`config.mk`:
```
export PLATFORM = sky130hd
export DESIGN_NAME = alm_mul_arbiter
export DESIGN_NICKNAME = d
export VERILOG_FILES = /design/src/rtl/alm_mul_arbiter.sv
export SDC_FILE = /design/constraint.sdc
export NUM_CORES = 1
export LEC_CHECK = 0
export CAP_MARGIN = 10
export CORE_ASPECT_RATIO = 1.4
export CORE_MARGIN = 10
export CORE_UTILIZATION = 40
export DETAILED_ROUTE_END_ITERATION = 10
export DONT_BUFFER_PORTS = 1
export GPL_TIMING_DRIVEN = 0
export SYNTH_ARGS = -nofsm -noshare
export SYNTH_HDL_FRONTEND = slang
export SYNTH_SLANG_ARGS = --single-unit
```
`constraint.sdc`:
```
create_clock -name i_clk -period 6.7 [get_ports i_clk]
set_input_delay 1.34 -clock i_clk [delete_from_list [all_inputs] [get_ports i_clk]]
set_output_delay 1.34 -clock i_clk [all_outputs]
set_load 0.1 [all_outputs]
```
`src/rtl/alm_mul_arbiter.sv`:
```
// Round-robin arbiter sharing one external 16x16 signed multiplier among N_REQ requesters.
// Two-stage pipeline: an issue register drives the multiplier and a result register holds the tagged product.
module alm_mul_arbiter #(
  parameter int N_REQ = 4,
  parameter int ID_W  = 2,
  parameter int CNT_W = 16
) (
  input  logic                  i_clk,
  input  logic                  i_rst,
  input  logic [N_REQ-1:0]      i_req_valid,
  output logic [N_REQ-1:0]      o_req_ready,
  input  logic [16*N_REQ-1:0]   i_req_a,
  input  logic [16*N_REQ-1:0]   i_req_b,
  output logic [15:0]           o_mul_a,
  output logic [15:0]           o_mul_b,
  input  logic [31:0]           i_mul_z,
  output logic                  o_rsp_valid,
  input  logic                  i_rsp_ready,
  output logic [ID_W-1:0]       o_rsp_id,
  output logic [31:0]           o_rsp_z,
  output logic [CNT_W-1:0]      o_issue_cnt
);

  logic              s1_valid;
  logic [ID_W-1:0]   s1_id;
  logic [15:0]       s1_a;
  logic [15:0]       s1_b;
  logic              s2_valid;
  logic [ID_W-1:0]   s2_id;
  logic [31:0]       s2_z;
  logic [ID_W-1:0]   rr_ptr;
  logic [CNT_W-1:0]  issue_cnt;

  logic              s2_load;
  logic              s1_free;
  logic              found;
  logic              accept;
  logic [ID_W-1:0]   gnt;
  logic [ID_W:0]     sum;
  logic [2*N_REQ-1:0] rot;
  logic [15:0]       sel_a;
  logic [15:0]       sel_b;

  assign s2_load = s1_valid & (~s2_valid | i_rsp_ready);
  assign s1_free = ~s1_valid | s2_load;

  // Rotating the doubled valid vector by rr_ptr turns the circular scan into a plain priority search.
  always_comb begin
    rot   = {i_req_valid, i_req_valid} >> rr_ptr;
    found = 1'b0;
    gnt   = '0;
    sum   = '0;
    for (int unsigned k = 0; k < N_REQ; k++) begin
      if (!found && rot[k]) begin
        found = 1'b1;
        sum   = {1'b0, rr_ptr} + (ID_W+1)'(k);
        if (sum >= (ID_W+1)'(N_REQ))
          sum = sum - (ID_W+1)'(N_REQ);
        gnt = sum[ID_W-1:0];
      end
    end
  end

  assign accept = s1_free & found & ~i_rst;

  always_comb begin
    o_req_ready = '0;
    sel_a       = '0;
    sel_b       = '0;
    for (int unsigned i = 0; i < N_REQ; i++) begin
      if (gnt == ID_W'(i)) begin
        o_req_ready[i] = accept;
        sel_a          = i_req_a[16*i +: 16];
        sel_b          = i_req_b[16*i +: 16];
      end
    end
  end

  always_ff @(posedge i_clk or posedge i_rst) begin
    if (i_rst) begin
      s1_valid  <= 1'b0;
      s1_id     <= '0;
      s1_a      <= '0;
      s1_b      <= '0;
      s2_valid  <= 1'b0;
      s2_id     <= '0;
      s2_z      <= '0;
      rr_ptr    <= '0;
      issue_cnt <= '0;
    end else begin
      if (s2_load) begin
        s2_valid <= 1'b1;
        s2_id    <= s1_id;
        s2_z     <= i_mul_z;
      end else if (s2_valid && i_rsp_ready) begin
        s2_valid <= 1'b0;
      end

      if (accept) begin
        s1_valid <= 1'b1;
        s1_id    <= gnt;
        s1_a     <= sel_a;
        s1_b     <= sel_b;
        rr_ptr   <= (gnt == ID_W'(N_REQ-1)) ? '0 : gnt + ID_W'(1);
        if (issue_cnt != '1)
          issue_cnt <= issue_cnt + CNT_W'(1);
      end else if (s1_free) begin
        s1_valid <= 1'b0;
      end
    end
  end

  assign o_mul_a     = s1_valid ? s1_a : '0;
  assign o_mul_b     = s1_valid ? s1_b : '0;
  assign o_rsp_valid = s2_valid;
  assign o_rsp_id    = s2_id;
  assign o_rsp_z     = s2_z;
  assign o_issue_cnt = issue_cnt;

endmodule

```
Run 1, M1 wires:
Bar = 20 microns.
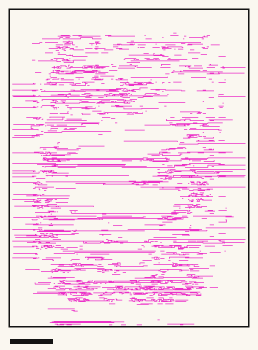
The longest straight run is 49.7 microns. The layer carries 5910 microns of wire. 601 nets have wire on it. The wires run mostly horizontal. The layer holds 38% of the routed length.

Run 1, pin placement:
Bar = 20 microns. Pins as bars across the die edge, other pins in gray.
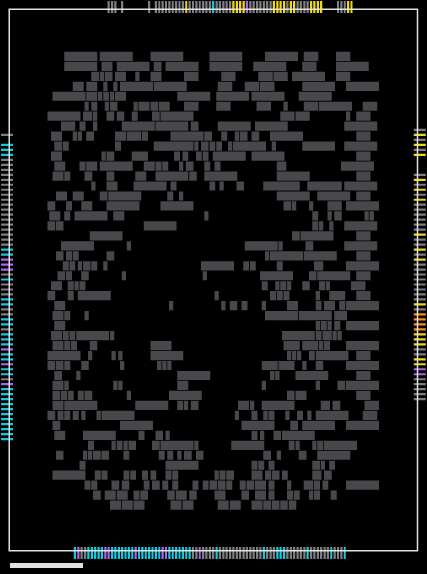
Cyan marks i_req_a, pins 64, direction input, edge 35 bottom, 28 left, 1 top. Purple marks o_mul_a, pins 16, direction output, edge 7 bottom, 6 left, 2 right, 1 top. Yellow marks o_rsp_z, pins 32, direction output, edge 17 top, 15 right. Orange marks i_req_valid, pins 4, direction input, edge right.
All pins by edge: 81 bottom, 61 left, 60 top, 52 right.

==> flow_summary.ini, run 1 <==
; yosys + openroad results
[clock_tree]
htreeDepth = 3
post_cts_sizing_count = 0
tritoncts = done
postCtsSetupRepairBufs = 0
inserted_clock_buffers = 9
clock_sink_count = 88
cts-root-buf = clkbuf_16
cts_hold_repair.buffers = 0

[final_timing]
clock.fmax_mhz = 184
tightest_slew_margin_relative_to_the_limit = 0.286
final-setup-viol-count = 0
rsz0062_at_grt = false

[global_routing]
global_route.usage.total = 0.184
grt_antenna_before_repair = 0
grt.met3_usage = 0.0615
layer_with_the_highest_usage_after_global_routing = met2

[routing]
detailroute.wirelength.met2_microns = 8090
met3WireLength_microns = 1330
drt-initial-drc-count = 141
vias_per_cell = 5.84
firstDrtPassIters = 5

[synthesis]
seq_area_frac_synth = 0.476
synthCells = 479
netlist_logic_family_top = simple AND/OR/NAND/NOR gates
yosysChipArea_sq_mm = 0.00463
synth-main-ff-cell = dfrtp_1
yosys.area_share.simple = 0.203
synth_compound_gate_area_share = 0.155
synth_area_per_cell_sq_um = 9.66

[setup_path]
path_max_fanout = 10
worst_path_dominant_cell_family = simple AND/OR/NAND/NOR gates
reg2reg_slack_ns = 3.48

[run_status]
status = finished clean

[power_and_ir_drop]
p_seq_uw = 1240
power_density_mw_per_mm2 = 578
power_consumed_by_combinational_cells_uw = 1210
dominant_power_group = registers
power_report.internal_total_uw = 1280

[placement]
preCtsSetupSlack_ns = 1.21

[job]
max_cap_viol_count = 0
tool_warnings = 29

[floorplanning]
fp.dieArea_sq_mm = 0.0163

[worst_hold_path]
worst_hold_path_type = register to register

[cells_and_area]
synthToLayoutAreaGrowth_pct = 11.3
seq-cell-share = 0.427
final_cell_mix = 88 x dfrtp_1, 68 x a21oi_1, 38 x nor2_1
sequential_cell_total = 88
layout.nets = 663
largest_class = multi-input combinational cells
flop_area_sq_mm = 0.00220
Run 1, zoomed window:
Bar = 20 microns. Region (30, 78) to (80, 128) microns. Cells in gray, sequential cells in the stronger gray; small squares are vias.
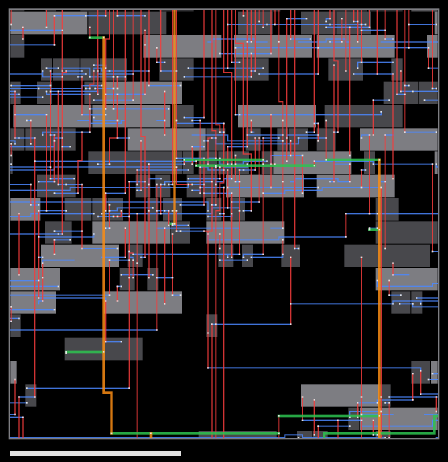
Green marks metal 3. Red marks metal 2. Blue marks metal 1. Orange marks metal 4.
Most frequent: dfrtp_1 (22), a21oi_1 (12), mux2_2 (9). 88 logic cells have their middle in the window. Netlist names of flops here include o_issue_cnt (7), s1_b (7), o_rsp_z (6). Sequential cells in the window: 22.

==> run 1: how the worst max path moves through the flow <==
stage / cells past startpoint / end / slack (ns) / from
2_1_floorplan: 7 / o_req_ready[2] / 1.87 / i_req_valid[0]
3_3_place_gp: 7 / o_req_ready[2] / 1.28 / i_req_valid[0]
3_5_place_dp: 7 / o_req_ready[2] / 1.21 / i_req_valid[0]
4_1_cts: 7 / o_req_ready[2] / 1.20 / i_req_valid[0]
5_1_grt: 7 / o_req_ready[2] / 1.04 / i_req_valid[0]
6_report: 7 / o_req_ready[2] / 1.26 / i_req_valid[0]
==> run 1: flip-flops by register name, indices dropped and copies added (netlist names) <==
register,cells
rr_ptr,2
o_rsp_z,32
o_rsp_id,2
s1_a,16
s1_b,16
o_issue_cnt,16
s1_valid,1
o_rsp_valid,1
s1_id,2
==> inputs of run 2 (changes only) <==
Clock period 6.7 ns to 5.35 ns, I/O delays scaled along.
==> run 2 against run 1 <==
Effect of this change:
- first-iteration DRC count unchanged
- worst hold slack unchanged
- setup slack got worse by 0.81 ns
- sequential power increased by 26%
- register-to-register slack got worse by 1.4 ns
- design area unchanged
- clock skew unchanged
- final cell count unchanged
- clock-buffer cell count unchanged
- critical path type unchanged
- critical endpoint unchanged
==> flow_summary.ini, run 2 <==
; yosys + openroad results
[job]
max_cap_viol_count = 0
tool_warnings = 29

[power_and_ir_drop]
power.sequential.fraction = 0.417
power_consumed_by_combinational_cells_uw = 1520
combPwrFrac = 0.406
power_density_mw_per_mm2 = 724
p_seq_uw = 1560
dominant_power_group = registers
clock_power_share = 0.177
power_report.internal_total_uw = 1600

[global_routing]
grt_antenna_before_repair = 0
layer_with_the_highest_usage_after_global_routing = met2
grt_remaining_overflow = 0
global_route.usage.total = 0.184
grt.met3_usage = 0.0615

[cells_and_area]
largest_class = multi-input combinational cells
multi_input_comb_area_sq_mm = 0.00226
final.signal_inverter_count = 8
layout.nets = 663
layout_top_cell = dfrtp_1
final.fill_count = 1101
diodes = 0
post-route-util = 0.455
largest_reg_flops = 32
final_cell_mix = 88 x dfrtp_1, 68 x a21oi_1, 38 x nor2_1
synthToLayoutAreaGrowth_pct = 11.3
seq-cell-share = 0.427
flop_area_sq_mm = 0.00220
sequential_cell_total = 88

[run_status]
status = finished clean

[floorplanning]
fp.dieArea_sq_mm = 0.0163

[synthesis]
yosys.area_share.simple = 0.203
seq_area_frac_synth = 0.476
synth_area_per_cell_sq_um = 9.66
yosysTopAreaCellShare = 0.476
synthCells = 479
yosysChipArea_sq_mm = 0.00463
synth-main-ff-cell = dfrtp_1
synthesis.nets = 651
yosys.area.top_type = dfrtp_1
synth_compound_gate_area_share = 0.155
netlist_logic_family_top = simple AND/OR/NAND/NOR gates

[placement]
preCtsSetupSlack_ns = 0.399
place_congestion = 0.830
port-buffer-count = 0
placedInstanceArea_sq_mm = 0.00484

[clock_tree]
inserted_clock_buffers = 9
post_cts_sizing_count = 0
cts-root-buf = clkbuf_16
postCtsSetupRepairBufs = 0
htreeDepth = 3
tritoncts = done
cts_hold_repair.buffers = 0

[setup_path]
timing.setup.critical_path_class = primary input to output pin
path_cells = nor4_2 -> nor2_1 -> inv_1 -> ha_1 -> clkbuf_1 -> clkbuf_1 -> and2_1
setup.worst_path.start = i_req_valid[0]
worst_path_dominant_cell_family = simple AND/OR/NAND/NOR gates
path_max_fanout = 10
worst_ep_required_ns = 4.28

[routing]
vias_per_cell = 5.84
met3WireLength_microns = 1330
top_layer_used = met4
firstDrtPassIters = 5
drt-initial-drc-count = 141
detailroute.wirelength.met2_microns = 8090

[final_timing]
layout_setup_ws_ns = 0.452
tightest_slew_margin_relative_to_the_limit = 0.286
final-setup-viol-count = 0
timing_max_transition_violations_final = 0
finalWorstPathRequiredPeriod_ns = 4.90
rsz0062_at_grt = false
clock.fmax_mhz = 204

[worst_hold_path]
worst_hold_path_type = register to register
## run 2: cell counts in the layout (fill, tap and decap cells not counted)
No cell type changed its count.
## run 2: path summary, 6_finish.rpt
| check | end | slack, ns | depth (start not counted) |
|---|---|---|---|
| max | o_req_ready[2] | 0.45 | 7 |
| min | s1_id[1]$_DFFE_PP0P_ | 0.48 | 2 |
| max reg2reg | s1_b[8]$_DFFE_PP0P_ | 2.13 | 12 |
| min reg2reg | s1_id[1]$_DFFE_PP0P_ | 0.48 | 2 |
| max in group asynchronous | s1_a[9]$_DFFE_PP0P_ | 4.13 | 2 |
| min in group asynchronous | o_rsp_z[6]$_DFFE_PP0P_ | 0.61 | 1 |
Run 2, clock routing:
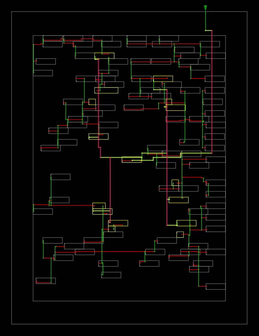
Clock net power: 659 uW
insertion delay of the later-clocked pin in the worst-skew pair: 0.34 ns
CTS sink count: 88

==> inputs of run 3 (changes only) <==
Clock period 5.35 ns to 5.9 ns, I/O delays scaled along.
Run 3, sequential cells grouped by signal name:
Bar = 20 microns. Other sequential cells in the stronger gray, the rest of the logic in the fainter gray.
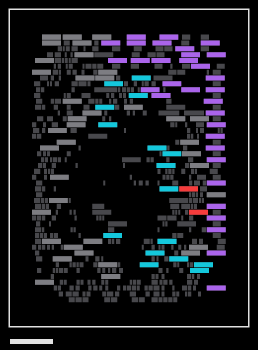
Red marks rr_ptr, flops 2. Cyan marks s1_b, flops 16. Purple marks o_rsp_z, flops 32.
Another 38 sequential cells are not colored.

==> run 3 against run 2 <==
Effect of this change:
- worst hold slack unchanged
- core utilization unchanged
- power shrank 9.3%
- combinational power fell by 9%
- final cell count is the same
- sequential cell count did not move
- clock skew unchanged
- highest routed layer unchanged
==> flow_summary.ini, run 3 <==
; yosys + openroad results
[run_status]
status = finished clean

[cells_and_area]
flop_area_sq_mm = 0.00220
sequential_cell_total = 88
layout_top_cell = dfrtp_1
final.signal_inverter_count = 8
diodes = 0
final_cell_mix = 88 x dfrtp_1, 68 x a21oi_1, 38 x nor2_1
largest_class = multi-input combinational cells
synthToLayoutAreaGrowth_pct = 11.3
post-route-util = 0.455

[setup_path]
reg2reg_slack_ns = 2.68
rr_worst_depth = 12
timing.setup.critical_path_class = primary input to output pin
path_cells = nor4_2 -> nor2_1 -> inv_1 -> ha_1 -> clkbuf_1 -> clkbuf_1 -> and2_1
worst_ep_required_ns = 4.72

[clock_tree]
inserted_clock_buffers = 9
postCtsSetupRepairBufs = 0
clock_sink_count = 88

[final_timing]
layout_setup_ws_ns = 0.782
tightest_slew_margin_relative_to_the_limit = 0.286
rsz0062_at_grt = false
clock.fmax_mhz = 195

[synthesis]
synth-main-ff-cell = dfrtp_1
synthesis.nets = 651

[routing]
drt-initial-drc-count = 141
firstDrtPassIters = 5
top_layer_used = met4

[placement]
preCtsSetupSlack_ns = 0.729
place_congestion = 0.830
port-buffer-count = 0

[power_and_ir_drop]
power_report.internal_total_uw = 1450
clock_power_share = 0.177

[worst_hold_path]
worst_hold_path_cell_count = 2

[job]
max_cap_viol_count = 0

[global_routing]
layer_with_the_highest_usage_after_global_routing = met2
[run 3: cell counts after synthesis]
No cell type changed its count.
[run 3: kinds of logic after synthesis]
family                     share of synthesized area
AOI/OAI and AO/OA                              0.155
xor gates and xnor gates                      0.0265
adders and majority gates                     0.0135
buffers and inverters                         0.0368
DFF                                            0.476
muxes                                         0.0897
and+or+nand+nor                                0.203
[run 3: power by group through the flow]
stage | Clock [uW] | Combinational [uW] | Sequential (uW)
floorplan | 0 | 1160 | 1380
global route | 643 | 1480 | 1440
detailed placement | 0 | 1380 | 1430
finish | 598 | 1380 | 1410
CTS | 616 | 1390 | 1420
global placement | 0 | 1360 | 1420
[run 3: critical path, delay by kind of cell]
family | cells | cell delay (ns)
and+or+nand+nor | 3 | 1.59
adders and majority gates | 1 | 0.19
buffers and inverters | 3 | 0.97
No activity file was given, so power comes from the tool's default toggle rates.
